<file path="src/rtl/nn_input_packer_if.sv">
// Byte-stream and packed-beat bus between the producer, nn_input_packer and
// the network controller. The slave modport is the packer's view.
interface nn_input_packer_if #(
   parameter int LANES = 50
) ();
   logic                 s_valid;
   logic [7:0]           s_data;
   logic                 s_last;
   logic                 s_ready;
   logic [8*LANES-1:0]   out_data;
   logic [7:0]           count;
   logic                 out_beat;

   modport master (
      output s_valid, s_data, s_last,
      input  s_ready, out_data, count, out_beat
   );

   modport slave (
      input  s_valid, s_data, s_last,
      output s_ready, out_data, count, out_beat
   );
endinterface

</file>
<file path="src/rtl/nn_input_packer.sv">
// nn_input_packer: packs a byte stream into LANES-byte beats and presents
// each beat with its index on count for the NN controller. A frame is
// IN_BEATS (input) or WT_BEATS (weight) beats, chosen per frame.
// Optional feature macro NNPACK_LAST_CHECK_EN adds the sticky frame_err
// output, which flags s_last misplacement against the nominal frame length.
module nn_input_packer #(
   parameter int LANES    = 50,
   parameter int IN_BEATS = 20,
   parameter int WT_BEATS = 21
) (
   input  logic               clk,
   input  logic               rst,
   input  logic               frame_req,
   input  logic               frame_sel,
   nn_input_packer_if.slave   bus,
   output logic               frame_done,
   output logic               busy
`ifdef NNPACK_LAST_CHECK_EN
   ,
   output logic               frame_err
`endif
);

   typedef enum logic [1:0] {IDLE, FILL, LAST} state_t;

   localparam int              LW       = (LANES > 1) ? $clog2(LANES) : 1;
   localparam logic [LW-1:0]   LANE_MAX = LW'(LANES - 1);
   localparam logic [7:0]      IN_B     = 8'(IN_BEATS);
   localparam logic [7:0]      WT_B     = 8'(WT_BEATS);

   state_t                     state_q, state_d;
   logic [LW-1:0]              lane_idx_q, lane_idx_d;
   logic [7:0]                 beat_idx_q, beat_idx_d;
   logic [7:0]                 beats_total_q, beats_total_d;
   logic [LANES-1:0][7:0]      fill_q, fill_d;
   logic [LANES-1:0][7:0]      out_data_q, out_data_d;
   logic [7:0]                 count_q, count_d;
   logic                       out_beat_q, out_beat_d;
   logic                       frame_done_q, frame_done_d;
   logic                       accept;
   logic                       beat_end;
   logic                       final_beat;
`ifdef NNPACK_LAST_CHECK_EN
   logic                       frame_err_q, frame_err_d;
`endif

   assign accept     = bus.s_valid && (state_q == FILL);
   assign beat_end   = accept && (lane_idx_q == LANE_MAX);
   assign final_beat = (beat_idx_q == beats_total_q - 8'd1);

   // Next-state and datapath: fill lanes, emit a beat every LANES bytes,
   // hold the last beat one cycle in LAST, then park outputs at zero.
   always_comb begin
      state_d       = state_q;
      lane_idx_d    = lane_idx_q;
      beat_idx_d    = beat_idx_q;
      beats_total_d = beats_total_q;
      fill_d        = fill_q;
      out_data_d    = out_data_q;
      count_d       = count_q;
      out_beat_d    = 1'b0;
      frame_done_d  = 1'b0;
`ifdef NNPACK_LAST_CHECK_EN
      frame_err_d   = frame_err_q;
`endif
      case (state_q)
         IDLE: begin
            if (frame_req) begin
               state_d       = FILL;
               beats_total_d = frame_sel ? WT_B : IN_B;
               lane_idx_d    = '0;
               beat_idx_d    = 8'd0;
`ifdef NNPACK_LAST_CHECK_EN
               frame_err_d   = 1'b0;
`endif
            end
         end
         FILL: begin
            if (accept) begin
               fill_d[lane_idx_q] = bus.s_data;
               lane_idx_d         = lane_idx_q + LW'(1);
`ifdef NNPACK_LAST_CHECK_EN
               if (bus.s_last != (beat_end && final_beat)) begin
                  frame_err_d = 1'b1;
               end
`endif
               if (beat_end) begin
                  out_data_d = fill_d;
                  count_d    = beat_idx_q;
                  out_beat_d = 1'b1;
                  lane_idx_d = '0;
                  beat_idx_d = beat_idx_q + 8'd1;
                  if (final_beat) begin
                     state_d = LAST;
                  end
               end
            end
         end
         LAST: begin
            // Park at zero so the controller never sees a stale terminal index.
            state_d      = IDLE;
            frame_done_d = 1'b1;
            count_d      = 8'd0;
            out_data_d   = '0;
         end
         default: state_d = IDLE;
      endcase
   end

   // Control and presented-beat registers; async reset returns all outputs to zero.
   always_ff @(posedge clk or posedge rst) begin
      if (rst) begin
         state_q       <= IDLE;
         lane_idx_q    <= '0;
         beat_idx_q    <= 8'd0;
         beats_total_q <= 8'd0;
         out_data_q    <= '0;
         count_q       <= 8'd0;
         out_beat_q    <= 1'b0;
         frame_done_q  <= 1'b0;
`ifdef NNPACK_LAST_CHECK_EN
         frame_err_q   <= 1'b0;
`endif
      end else begin
         state_q       <= state_d;
         lane_idx_q    <= lane_idx_d;
         beat_idx_q    <= beat_idx_d;
         beats_total_q <= beats_total_d;
         out_data_q    <= out_data_d;
         count_q       <= count_d;
         out_beat_q    <= out_beat_d;
         frame_done_q  <= frame_done_d;
`ifdef NNPACK_LAST_CHECK_EN
         frame_err_q   <= frame_err_d;
`endif
      end
   end

   // Fill register holds only partial-beat data; lane_idx reset discards it.
   always_ff @(posedge clk) begin
      fill_q <= fill_d;
   end

   assign bus.s_ready  = (state_q == FILL);
   assign bus.out_data = out_data_q;
   assign bus.count    = count_q;
   assign bus.out_beat = out_beat_q;
   assign frame_done   = frame_done_q;
   assign busy         = (state_q != IDLE);
`ifdef NNPACK_LAST_CHECK_EN
   assign frame_err    = frame_err_q;
`endif

endmodule

</file>
<file path="src/flat_wrapper.sv">
// flat-port wrapper written by rule: the top's interface ports become plain ports
module nn_input_packer_flat 
#(
   parameter int LANES    = 50,
   parameter int IN_BEATS = 20,
   parameter int WT_BEATS = 21
)
  (clk, rst, frame_req, frame_sel, frame_done, busy, bus_s_valid, bus_s_data, bus_s_last, bus_s_ready, bus_out_data, bus_count, bus_out_beat);
  nn_input_packer_if #(.LANES(LANES)) bus_i ();
  input  logic clk;
  input  logic rst;
  input  logic frame_req;
  input  logic frame_sel;
  output logic frame_done;
  output logic busy;
  input wire logic [$bits(bus_i.s_valid)-1:0] bus_s_valid;
  input wire logic [$bits(bus_i.s_data)-1:0] bus_s_data;
  input wire logic [$bits(bus_i.s_last)-1:0] bus_s_last;
  output wire logic [$bits(bus_i.s_ready)-1:0] bus_s_ready;
  output wire logic [$bits(bus_i.out_data)-1:0] bus_out_data;
  output wire logic [$bits(bus_i.count)-1:0] bus_count;
  output wire logic [$bits(bus_i.out_beat)-1:0] bus_out_beat;
  assign bus_i.s_valid = bus_s_valid;
  assign bus_i.s_data = bus_s_data;
  assign bus_i.s_last = bus_s_last;
  assign bus_s_ready = bus_i.s_ready;
  assign bus_out_data = bus_i.out_data;
  assign bus_count = bus_i.count;
  assign bus_out_beat = bus_i.out_beat;
  nn_input_packer #(.LANES(LANES), .IN_BEATS(IN_BEATS), .WT_BEATS(WT_BEATS)) u_core (.clk(clk), .rst(rst), .frame_req(frame_req), .frame_sel(frame_sel), .bus(bus_i), .frame_done(frame_done), .busy(busy));
endmodule
</file>
<file path="config.mk">
export PLATFORM = sky130hd
export DESIGN_NAME = nn_input_packer_flat
export DESIGN_NICKNAME = d
export VERILOG_FILES = /design/src/rtl/nn_input_packer_if.sv /design/src/rtl/nn_input_packer.sv /design/src/flat_wrapper.sv
export SDC_FILE = /design/constraint.sdc
export NUM_CORES = 1
export LEC_CHECK = 0
export CORE_MARGIN = 3
export CORE_UTILIZATION = 39
export CTS_CLUSTER_DIAMETER = 120
export DETAILED_ROUTE_END_ITERATION = 7
export PLACE_DENSITY_LB_ADDON = 0.15
export SYNTH_ARGS = -nofsm -noshare
export SYNTH_HDL_FRONTEND = slang
export SYNTH_SLANG_ARGS = --single-unit
</file>
<file path="constraint.sdc">
create_clock -name clk -period 19.6 [get_ports clk]
set_input_delay 5.88 -clock clk [delete_from_list [all_inputs] [get_ports clk]]
set_output_delay 5.88 -clock clk [all_outputs]
set_load 0.02 [all_outputs]
</file>
**Run 1: sequential cells grouped by signal name**

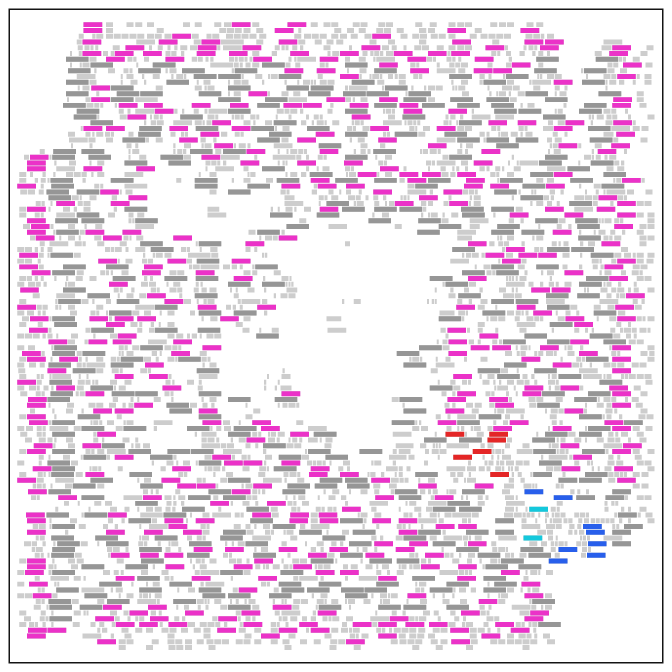
| colour | signal | flops |
|---|---|---|
| magenta | u_core.bus.out_data | 400 |
| blue | u_core.beat_idx_q | 8 |
| cyan | u_core.beats_total_q | 2 |
| red | u_core.lane_idx_q | 6 |
not coloured: 412
Flop area: 22700 um2
Util after Layout: 48.8%
flop share of the area: 52.2%
Power Sequential: 0.00284 W

**Run 1: pin map**

Pins as bars across the die edge, other pins in grey.
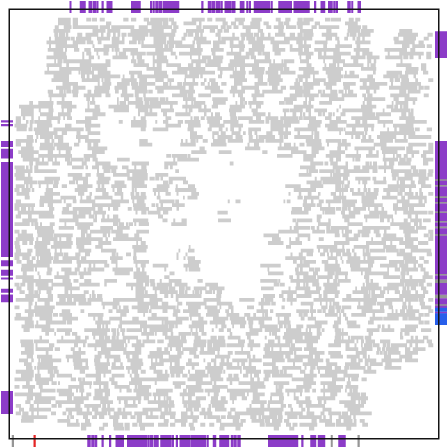
| colour | port | pins | direction | edge |
|---|---|---|---|---|
| red | clk | 1 | input | bottom |
| purple | bus_out_data | 400 | output | 116 bottom, 110 top, 89 right, 85 left |
| blue | bus_count | 8 | output | right |
all pins by edge: 120 bottom, 111 right, 110 top, 85 left
Die X: 307 um
Die Height: 307 um
I/O Buffers: 424

==> flow_summary.toml, run 1 <==
# synthesis and place-and-route metrics
[critical_path]
path_cells = "clkdlybuf4s50_1, a31oi_4, buf_4, buf_4, buf_4, o21ai_0, o31ai_1"
critPathLaunchType = "input port"
cp.required_ps = 20130
critical_path_class = "in2reg"
critPathTopFamily = "buffers and inverters"
crit_path_frequent_cell = "buf_4"
max_stage_delay_ps = 1020
crit_fanout = 128
worstPathArrival_ps = 9870

[yosys]
most_common_cell = "dfrtp_1"
yosys_area_um2 = 35400
largest_area_cell = "edfxtp_1"
synth_top_area_share_pct = 33.9
ys_warn_count = 0
synth.avg_cell_area_um2 = 12.4
postSynthSeqShare_pct = 64.1
top_logic_kind = "AND-OR/OR-AND gates"
floorplan.nets = 2889
edf_count = 400
area_leaders = "edfxtp_1 34%, dfrtp_1 30%, mux2i_1 11%"
ys_types = 42
syn-instance-count = 2866
aoi_share_pct = 14.7
ys_cells = 2866
synthArstFlopShare_pct = 51.7
yosys-top-cells-count = "428 x dfrtp_1, 410 x inv_1, 407 x o31ai_1"
mux_area_share_pct = 11.5

[routing]
drc = 0
wl_per_cell_um = 24.1

[final_timing]
hold_ws_ps = 478
finalCriticalPeriod_ps = 9330
drv_slew = 0
rsz0062_at_grt = "no"
finalSetupViolCount = 0
max_slew_margin_pct = 10.7
timing.setup.tns_ps = 0
fin_worst_skew_ps = 24.0

[layout]
fill_cells = 7939
final_cell_mix = "428 x dfrtp_1, 416 x clkdlybuf4s50_1, 408 x inv_1"
syn2layout_area_growth_pct = 22.9
num-nets-final = 3190
instances_no_fill = 4411
drive_above_1_share_pct = 6.75
logic_area_um2 = 10300

[power_and_ir_drop]
switching_share_pct = 38.2
power_clock_w = 0.00175
p_comb_w = 0.00289
power_frac_clock_pct = 23.4
power.density_nw_per_um2 = 172
seq_power_share_pct = 37.9
max-vdd-ir-drop_mv = 0.108

[placement]
routabilityCongestion = 0.781
placed_cells = 4239
dpl-instance-area_um2 = 40500

[cts]
cts-root-buf = "clkbuf_16"
cts_resized = 0
post_cts_buffers = 0
h-tree-depth = 3
ctsHoldBuffers = 0

[grt]
grt_use_total_pct = 22.0
grt_pass1_wl_mm = 160
grt_max_degree = 205

[outcome]
status = "finished, final reports clean"

[die]
ios = 426
core-area_um2 = 89200
fp_util_pct = 39.7

[run]
warnings = 48
**Run 1: the metal 4 layer**

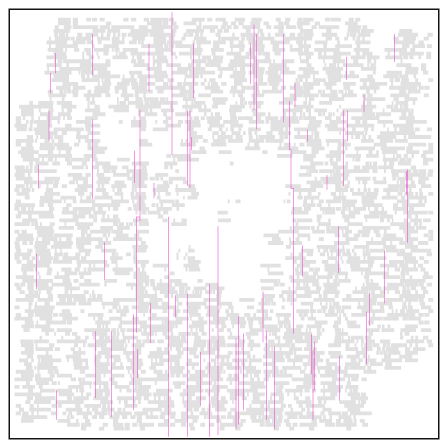
main direction: vertical
nets with wire on the layer: 32
final wirelength: 106 mm
DR vias: 24200

==> run 1: metal layers <==
metal / GRT usage (%) / part of all wire [%] / vias up
met5: 0 / 0 / -
met4: 6.80 / 2.6 / 0
met3: 4.38 / 6.6 / 140
met2: 36.1 / 48 / 801
met1: 29.7 / 43 / 12400
li1: - / - / 10900
==> run 1: final cells by class <==
cell class / count / share of cell area, %
clock buffer: 118 / 5.79
clock inverter: 54 / 1.30
inverter: 410 / 3.57
multi-input combinational: 1380 / 23.5
sequential: 828 / 52.2
tap: 1165 / 3.35
timing repair buffer: 456 / 10.3
==> run 1: final timing paths <==
path | startpoint | to | slack (ps) | cells after the start
setup / recovery | bus_s_valid | u_core.bus.out_data[62]$_DFFE_PP0P_ | 10270 | 7
hold / removal | u_core.beats_total_q[2]$_DFFE_PP0P_ | u_core.beats_total_q[2]$_DFFE_PP0P_ | 480 | 2
setup reg to reg | u_core.state_q[1]$_DFFE_PP0P_ | u_core.bus.out_data[62]$_DFFE_PP0P_ | 14950 | 9
hold reg to reg | u_core.beats_total_q[2]$_DFFE_PP0P_ | u_core.beats_total_q[2]$_DFFE_PP0P_ | 480 | 2
max in group asynchronous | rst | u_core.bus.out_data[160]$_DFFE_PP0P_ | 10680 | 5
min in group asynchronous | rst | u_core.bus.out_data[392]$_DFFE_PP0P_ | 5790 | 2
==> run 1: registers in the layout, summed over array words and instances, names as in the netlist <==
name                  count
u_core.bus.out_data     400
u_core.fill_q           400
u_core.beat_idx_q         8
u_core.bus.count          8
u_core.lane_idx_q         6
u_core.beats_total_q      2
u_core.state_q            2
u_core.bus.out_beat       1
u_core.frame_done         1
==> run 1 -> run 2 <==
==> constraint.sdc (replaced) <==
create_clock -name clk -period 9.5 [get_ports clk]
set_input_delay 2.85 -clock clk [delete_from_list [all_inputs] [get_ports clk]]
set_output_delay 2.85 -clock clk [all_outputs]
set_load 0.02 [all_outputs]
==> run 2 against run 1 <==
Effect of this change:
- register-to-register slack worse by 9100 ps
- combinational power up 110%
- largest cell class unchanged
- design area increased by 0.51%
- clock power rose by 120%
- clock-buffer cell count rose by 2
- highest routed layer unchanged
- routed wire length about the same
==> flow_summary.toml, run 2 <==
# synthesis and place-and-route metrics
[final_timing]
finalHoldViolations = 0
max_slew_margin_pct = 4.20
timing.fmax_mhz = 191
finalSetupViolCount = 0
finalCriticalPeriod_ps = 5230
fin_worst_skew_ps = 33.7
tightest_slew_ps = 1440
drv_slew = 0
layout_worst_path_cycle_share_pct = 55.1
rsz0062_at_grt = "no"
timing.setup.tns_ps = 0

[cts]
ctsHoldBuffers = 0
clock_latency_ps = 650
h-tree-depth = 3
cts_resized = 0
post_cts_buffers = 0
cts-root-buf = "clkbuf_16"
cts_buffer_depth = 3
cts_tree = "done"
cts.sinks = 828
cts_buffers = 90
path_clk_slew_ps = 60

[critical_path]
cp.required_ps = 9950
crit_fanout = 193
critPathTopFamily = "buffers and inverters"
crit_start = "bus_s_valid"
cp_slowest_cell = "nand2b_4"
critPathBufInv = 2
ff2ff_path_depth = 6
path_depth = 5
critical_path_class = "in2reg"
end_kind = "register"
worstPathArrival_ps = 5680
path_cells = "clkdlybuf4s50_1, a31oi_4, nand2b_4, buf_12, o31ai_1"
timing.rr.start = "u_core.lane_idx_q[1]$_DFFE_PP0P_"
critPathLaunchType = "input port"
max_stage_delay_ps = 760

[layout]
final_cell_mix = "428 x dfrtp_1, 416 x clkdlybuf4s50_1, 408 x inv_1"
instances_no_fill = 4407
drive_above_1_share_pct = 6.54
num-nets-final = 3185
final_common_cell = "dfrtp_1"
syn2layout_area_growth_pct = 23.5

[grt]
grt_pass1_wl_mm = 160
grt_pass1_vias = 24300
grt_max_degree = 238
gr-total-overflow = 0
use_met1_pct = 30.4
top_usage_layer = "met2"
antenna_found_initial = 1

[power_and_ir_drop]
power_frac_clock_pct = 24.4
netSwitchingPower_w = 0.00592
internal_power_w = 0.00975
total_power_w = 0.0157
p_comb_share_pct = 38.6
seq_power_w = 0.00580
p_leak_nw = 19.1
switching_share_pct = 37.8
max-vdd-ir-drop_mv = 0.238
power_leader = "combinational logic"
seq_power_share_pct = 37.0
p_comb_w = 0.00605
power_clock_w = 0.00383
power.density_nw_per_um2 = 358

[run]
warnings = 62
maxCapViolations = 0

[yosys]
synth_area_um2 = 35400
floorplan.nets = 2889
ys.flop_type = "dfrtp_1"
yosys_area_um2 = 35400
ys_ff = 828
most_common_cell = "dfrtp_1"
yosys-top-cells-count = "428 x dfrtp_1, 410 x inv_1, 407 x o31ai_1"
syn-instance-count = 2866
synth_top_area_share_pct = 33.9
synth.avg_cell_area_um2 = 12.4
edf_count = 400
ys_warn_count = 0
postSynthSeqShare_pct = 64.1
area_leaders = "edfxtp_1 34%, dfrtp_1 30%, mux2i_1 11%"
synthArstFlopShare_pct = 51.7
largest_area_cell = "edfxtp_1"
ys_cells = 2866
ys_types = 42

[placement]
hpwl_mm = 60.1
io_buffers = 424
placed_cells = 4235
routabilityCongestion = 0.767

[die]
die-area_um2 = 94500
fp.dieH_um = 307
die_w_um = 307
core-area_um2 = 89200
ios = 426
fp_util_pct = 39.7
rows = 109

[routing]
ant_nets = 0
topRoutingLayerUsed = "met4"
vias = 24100
wl_met1_mm = 46.2
dr.pass1.iters = 7
drt-total-wl_mm = 106
dr.first_iter.drc_count = 1913
drc = 0
viasPerCell = 5.47
wl_per_cell_um = 24.2
wl_met2_mm = 50.6
wl_met3_mm = 6.52

[min_path]
hold_start = "u_core.beats_total_q[2]$_DFFE_PP0P_"
hold-path-cell-count = 2
hp-class = "reg2reg"

[outcome]
status = "finished, final reports clean"
## run 2: cell counts after synthesis
Identical to the previous run, type by type.
## run 2: per-stage QoR
stage          instance area (um2)  hold slack, ps  setup slack [ps]  utilization (%)
2_1_floorplan                35400             432               726                -
3_5_place_dp                 40500             455              3720             45.4
3_3_place_gp                 40500             448              3820             45.4
5_1_grt                      43800             494              4120             49.1
4_1_cts                      43800             469              4320             49.1
6_report                     43800             469              4270             49.1
## run 2: path summary, 6_finish.rpt
path / endpoint / slack (ps)
max in group asynchronous: u_core.bus.out_data[178]$_DFFE_PP0P_ / 5320
min in group asynchronous: u_core.bus.out_data[390]$_DFFE_PP0P_ / 2700
min reg2reg: u_core.beats_total_q[2]$_DFFE_PP0P_ / 470
min: u_core.beats_total_q[2]$_DFFE_PP0P_ / 470
max reg2reg: u_core.bus.out_data[72]$_DFFE_PP0P_ / 5880
max: u_core.bus.out_data[72]$_DFFE_PP0P_ / 4270
## run 2: layout make-up
| type | instances | area (um2) |
|---|---|---|
| fillers | 7922 | 45400 |
| flip-flops and latches | 828 | 22700 |
| multi-input cells | 1380 | 10300 |
| repair buffers | 452 | 4520 |
| clock buffers | 120 | 2520 |
| inverters | 410 | 1550 |
| well taps | 1165 | 1460 |
| clock inverters | 50 | 746 |
| diodes | 2 | 5.00 |
## run 2: cells by family (layout without fill, tap and decap cells)
group / Yosys count / count (layout) / synth area share (%)
compound gates: 836 / 836 / 14.7
xor+xnor: 7 / 7 / 0.173
fa+ha+maj: 9 / 9 / 0.318
buf+inv: 658 / 1032 / 7.10
flops: 828 / 828 / 64.1
mux: 405 / 405 / 11.5
other cells: 0 / 2 / 0
simple gates: 123 / 123 / 2.14
**Run 2: congestion heat map**

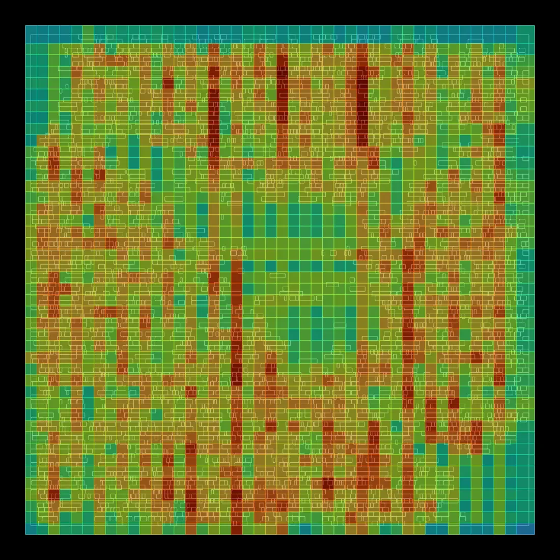
total track usage: 22.1%
M2 GR Usage: 35.6%
met3 usage: 4.14%

**Run 2: pin map**

Pins as bars across the die edge, other pins in grey.
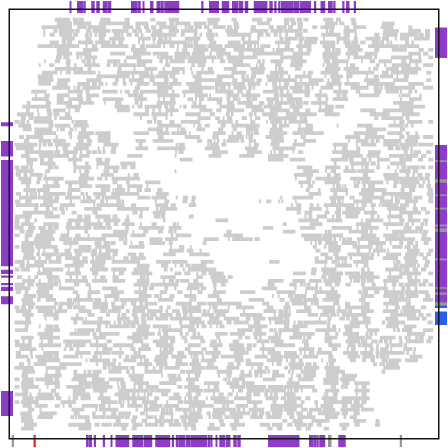
| colour | port | pins | direction | edge |
|---|---|---|---|---|
| red | clk | 1 | input | bottom |
| purple | bus_out_data | 400 | output | 115 bottom, 108 top, 89 left, 88 right |
| blue | bus_count | 8 | output | right |
all pins by edge: 120 bottom, 109 right, 108 top, 89 left

Power is estimated from default activity; no workload was simulated.
